File: src/rtl/lsu_mem_adapter.sv
// Byte-addressed load/store to word-memory adapter; sub-word stores via read-modify-write. Optional misalignment trap: LSU_MISALIGN_TRAP_EN.
// Latency from accept: error 1, load/word store 2, sub-word store 3 cycles.
// Backpressure: req_ready only in IDLE; response is a single-cycle pulse with no backpressure.
module lsu_mem_adapter #(
  parameter int ADDR_WORD_BITS = 10
) (
  input  logic        clk,
  input  logic        rst,
  input  logic        req_valid,
  output logic        req_ready,
  input  logic        req_we,
  input  logic [1:0]  req_size,
  input  logic        req_unsigned,
  input  logic [31:0] req_addr,
  input  logic [31:0] req_wdata,
  output logic        resp_valid,
  output logic [31:0] resp_rdata,
  output logic        resp_err,
  output logic [31:0] mem_addr,
  output logic        mem_wr_en,
  output logic [31:0] mem_wr_data,
  input  logic [31:0] mem_rd_data
);

  typedef enum logic [1:0] {
    S_IDLE   = 2'd0,
    S_ACCESS = 2'd1,
    S_WRITE  = 2'd2,
    S_RESP   = 2'd3
  } state_t;

  localparam logic [1:0] SZ_B   = 2'b00;
  localparam logic [1:0] SZ_H   = 2'b01;
  localparam logic [1:0] SZ_W   = 2'b10;
  localparam logic [1:0] SZ_RSV = 2'b11;

  state_t                    state_q, state_d;
  logic [ADDR_WORD_BITS-1:0] waddr_q, waddr_d;
  logic [1:0]                lane_q, lane_d;
  logic [1:0]                size_q, size_d;
  logic                      we_q, we_d;
  logic                      uns_q, uns_d;
  logic [31:0]               wr_word_q, wr_word_d;
  logic [31:0]               rdata_q, rdata_d;
  logic                      err_q, err_d;

  logic [1:0]  req_lane;
  logic        req_err;
  logic [7:0]  ld_byte;
  logic [15:0] ld_half;
  logic [31:0] ld_data;
  logic [31:0] merged;

  // Address bits above the word index alias onto the same memory word.
  logic unused_addr_hi;
  assign unused_addr_hi = ^req_addr[31:ADDR_WORD_BITS+2];

  always_comb begin
    req_lane = req_addr[1:0];
    case (req_size)
      SZ_H:    req_lane = {req_addr[1], 1'b0};
      SZ_W:    req_lane = 2'b00;
      default: req_lane = req_addr[1:0];
    endcase
  end

`ifdef LSU_MISALIGN_TRAP_EN
  assign req_err = (req_size == SZ_RSV) ||
                   ((req_size == SZ_H) && req_addr[0]) ||
                   ((req_size == SZ_W) && (req_addr[1:0] != 2'b00));
`else
  assign req_err = (req_size == SZ_RSV);
`endif

  assign ld_byte = mem_rd_data[{lane_q, 3'b000} +: 8];
  assign ld_half = mem_rd_data[{lane_q[1], 4'b0000} +: 16];

  always_comb begin
    ld_data = mem_rd_data;
    merged  = mem_rd_data;
    case (size_q)
      SZ_B: begin
        ld_data = {{24{~uns_q & ld_byte[7]}}, ld_byte};
        merged[{lane_q, 3'b000} +: 8] = wr_word_q[7:0];
      end
      SZ_H: begin
        ld_data = {{16{~uns_q & ld_half[15]}}, ld_half};
        merged[{lane_q[1], 4'b0000} +: 16] = wr_word_q[15:0];
      end
      default: ;
    endcase
  end

  always_comb begin
    state_d   = state_q;
    waddr_d   = waddr_q;
    lane_d    = lane_q;
    size_d    = size_q;
    we_d      = we_q;
    uns_d     = uns_q;
    wr_word_d = wr_word_q;
    rdata_d   = rdata_q;
    err_d     = err_q;
    case (state_q)
      S_IDLE: begin
        if (req_valid) begin
          waddr_d   = req_addr[ADDR_WORD_BITS+1:2];
          lane_d    = req_lane;
          size_d    = req_size;
          we_d      = req_we;
          uns_d     = req_unsigned;
          wr_word_d = req_wdata;
          rdata_d   = '0;
          err_d     = req_err;
          state_d   = req_err ? S_RESP : S_ACCESS;
        end
      end
      S_ACCESS: begin
        if (!we_q) begin
          rdata_d = ld_data;
          state_d = S_RESP;
        end else if (size_q == SZ_W) begin
          state_d = S_RESP;
        end else begin
          // Old word is only valid now; hold the merge for the write cycle.
          wr_word_d = merged;
          state_d   = S_WRITE;
        end
      end
      S_WRITE: state_d = S_RESP;
      S_RESP: begin
        rdata_d = '0;
        err_d   = 1'b0;
        state_d = S_IDLE;
      end
      default: state_d = S_IDLE;
    endcase
  end

  always_ff @(posedge clk or negedge rst) begin
    if (!rst) begin
      state_q   <= S_IDLE;
      waddr_q   <= '0;
      lane_q    <= '0;
      size_q    <= '0;
      we_q      <= 1'b0;
      uns_q     <= 1'b0;
      wr_word_q <= '0;
      rdata_q   <= '0;
      err_q     <= 1'b0;
    end else begin
      state_q   <= state_d;
      waddr_q   <= waddr_d;
      lane_q    <= lane_d;
      size_q    <= size_d;
      we_q      <= we_d;
      uns_q     <= uns_d;
      wr_word_q <= wr_word_d;
      rdata_q   <= rdata_d;
      err_q     <= err_d;
    end
  end

  assign req_ready   = (state_q == S_IDLE);
  assign resp_valid  = (state_q == S_RESP);
  assign resp_rdata  = rdata_q;
  assign resp_err    = err_q;
  assign mem_addr    = {{(32-ADDR_WORD_BITS){1'b0}}, waddr_q};
  assign mem_wr_data = wr_word_q;
  // Decoded from state so a reset mid-RMW kills the strobe immediately.
  assign mem_wr_en   = ((state_q == S_ACCESS) && we_q && (size_q == SZ_W)) ||
                       (state_q == S_WRITE);

endmodule

File: config.mk
export PLATFORM = sky130hd
export DESIGN_NAME = lsu_mem_adapter
export DESIGN_NICKNAME = d
export VERILOG_FILES = /design/src/rtl/lsu_mem_adapter.sv
export SDC_FILE = /design/constraint.sdc
export NUM_CORES = 1
export LEC_CHECK = 0
export ABC_AREA = 1
export CAP_MARGIN = 0
export CORE_MARGIN = 8
export CORE_UTILIZATION = 45
export CTS_CLUSTER_DIAMETER = 30
export DETAILED_ROUTE_END_ITERATION = 6
export PLACE_DENSITY = 0.8
export SLEW_MARGIN = 10
export SYNTH_ARGS = -nofsm -noshare
export SYNTH_HDL_FRONTEND = slang
export SYNTH_SLANG_ARGS = --single-unit
File: constraint.sdc
create_clock -name clk -period 3.7 [get_ports clk]
set_input_delay 0.925 -clock clk [delete_from_list [all_inputs] [get_ports clk]]
set_output_delay 0.925 -clock clk [all_outputs]
set_load 0.02 [all_outputs]
==> Flow_metrics.wiki <==
=== Physical design figures ===
{| class="wikitable"
! Metric !! Value
|-
| Status || complete, no violations
|-
| Yosys adder share || 2.542%
|-
| Count of plain and timing-repair buffers in the layout || roughly 170
|-
| Area share, top type || 35.16%
|-
| Worst slack on hold paths || 0.4752 ns
|-
| Pin count of the biggest net entering global routing || approximately 58
|-
| End point of the most critical hold path || mem_wr_data[25]$_DFFE_PN0P_
|-
| H-tree depth || 3
|-
| End point of the critical path || mem_wr_en
|-
| Critical Path AT || 2.13 ns
|-
| Invs w/o clock || 56
|-
| Highest fanout seen on the critical path || 11
|-
| Remaining max-slew budget at the tightest pin || between 40% and 50%
|-
| Vias in the first global route || 6057
|-
| Starting density of the core || 45.32%
|-
| Register share after synthesis || between 30% and 40%
|-
| DP Wirelength || 15210 um
|-
| Number of synthesized register bits || 83
|-
| Diode insertion count for antenna repair || 0
|-
| MUX area fraction || 0%
|-
| Max Clk Rate || 327.0 MHz
|-
| Biggest area consumer among cell classes || logic gates
|-
| Flops || 83
|-
| Setup slack of the critical path after layout || 0.6417 ns
|-
| Synthesized area divided by synthesized cell count || between 6 and 7 um2
|-
| Worst reg2reg path endpoint || mem_wr_data[29]$_DFFE_PN0P_
|-
| Setup violations, final || 0
|-
| Critical Path Start Type || flip-flop
|-
| Number of nets at the end of the flow || 1162
|-
| Total negative slack for setup checks || 0 ns
|-
| Compound-gate portion of the synthesized area || 11.93%
|-
| Portion of the clock cycle consumed by the worst path in the final layout || 82.66%
|-
| Layout buffering overhead excluding clock cells || 21.63%
|-
| Number of cells in the finished layout apart from fillers || 1228
|-
| Post-synthesis instance total || 912
|-
| CTS-repair resized insts || 0
|-
| Basic Gates by Area || between 30% and 40%
|-
| Number of placed instances, taps included || 1212
|-
| Layout cells sized above 1 || 5.608%
|-
| Fraction of area in multi-input gates || 41.97%
|-
| Gate family responsible for the most delay along the worst path || buffers and inverters
|}
-- flip-flops by register name, summed over array words and instances (netlist names) --
signal       flops
we_q             1
resp_rdata      32
lane_q           2
state_q          2
size_q           2
uns_q            1
resp_err         1
mem_wr_data     32
waddr_q         10
-- layer usage --
| metal | global-route usage (%) | part of all wire, % | vias to the layer above |
|---|---|---|---|
| met5 | 0 | 0 | - |
| met4 | 9.453 | 2.3 | 0 |
| met3 | 7.427 | 12 | 46 |
| met2 | 36.98 | 44 | 332 |
| met1 | 32.78 | 42 | 2873 |
| li1 | - | - | 3122 |
-- where the power goes --
part	switching [uW]	leakage, uW	internal, uW
Sequential	369	0.00106	1340
Combinational	3010	0.00256	1680
Clock	371	0.000148	578
Figure 1. Clock wires, drivers and flops.
The bar under the picture is 50 um long.
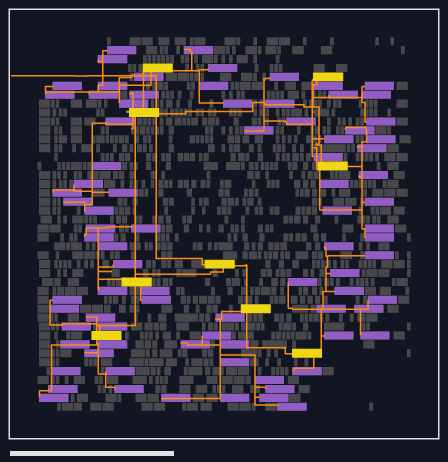
[purple] flip-flops | count: 83
[orange] clock wires | length: 1170 um
[yellow] cells driving clock nets | count: 9
flops lie: all over the die
clock share of power: 12.9%
Clock Skews: 0.007142 ns

Figure 2. Routed metal, one color a layer.
Only two layers are drawn.
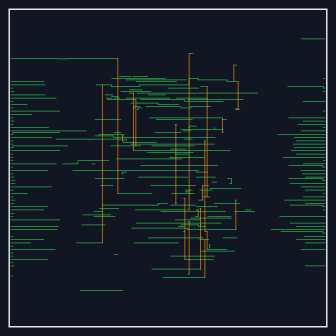
[green] met3 | wire length: 2450 um
[orange] met4 | wire length: 487 um
total detailed-routing wirelength: 20790 um
gr usage total: 24.68%
total via count in the routed design: 6373
post-detailed-route wirelength per cell: 16.93 um

Figure 3. PDN straps and rails.
The bar under the picture is 50 um long. Pins as bars on the die edge.
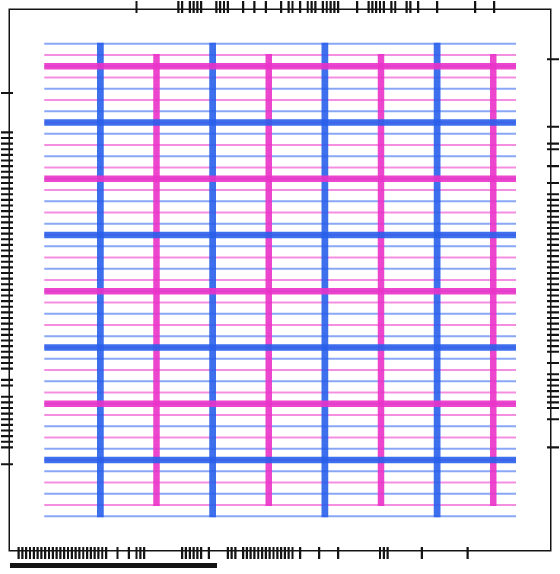
[blue] VSS
[magenta] VDD
met1 rails: 43
met4 straps: 8
Die Span Y: 130.6 um
Die Width: 130.6 um
Core Area: 13030 um2
worst ir drop on vdd: 0.4563 mV

Figure 4. Cells colored by class.
The bar under the picture is 50 um long.
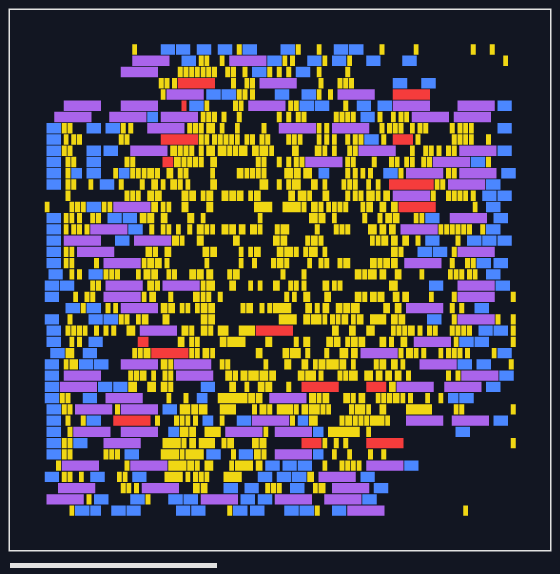
[yellow] all other logic | cells: 782 | share of their area: 46%
[purple] flip-flops | cells: 83 | share of their area: 27%
[red] clock drivers and dummy loads | cells: 16 | share of their area: 4.2%
[blue] other buffers and delay cells | cells: 171 | share of their area: 22%
sequential share of cell area: 26.71%
core occupancy in the finished layout: 59.66%
Rows: 42
post-layout instance area: 7775 um2

Power is estimated from default activity; no workload was simulated.
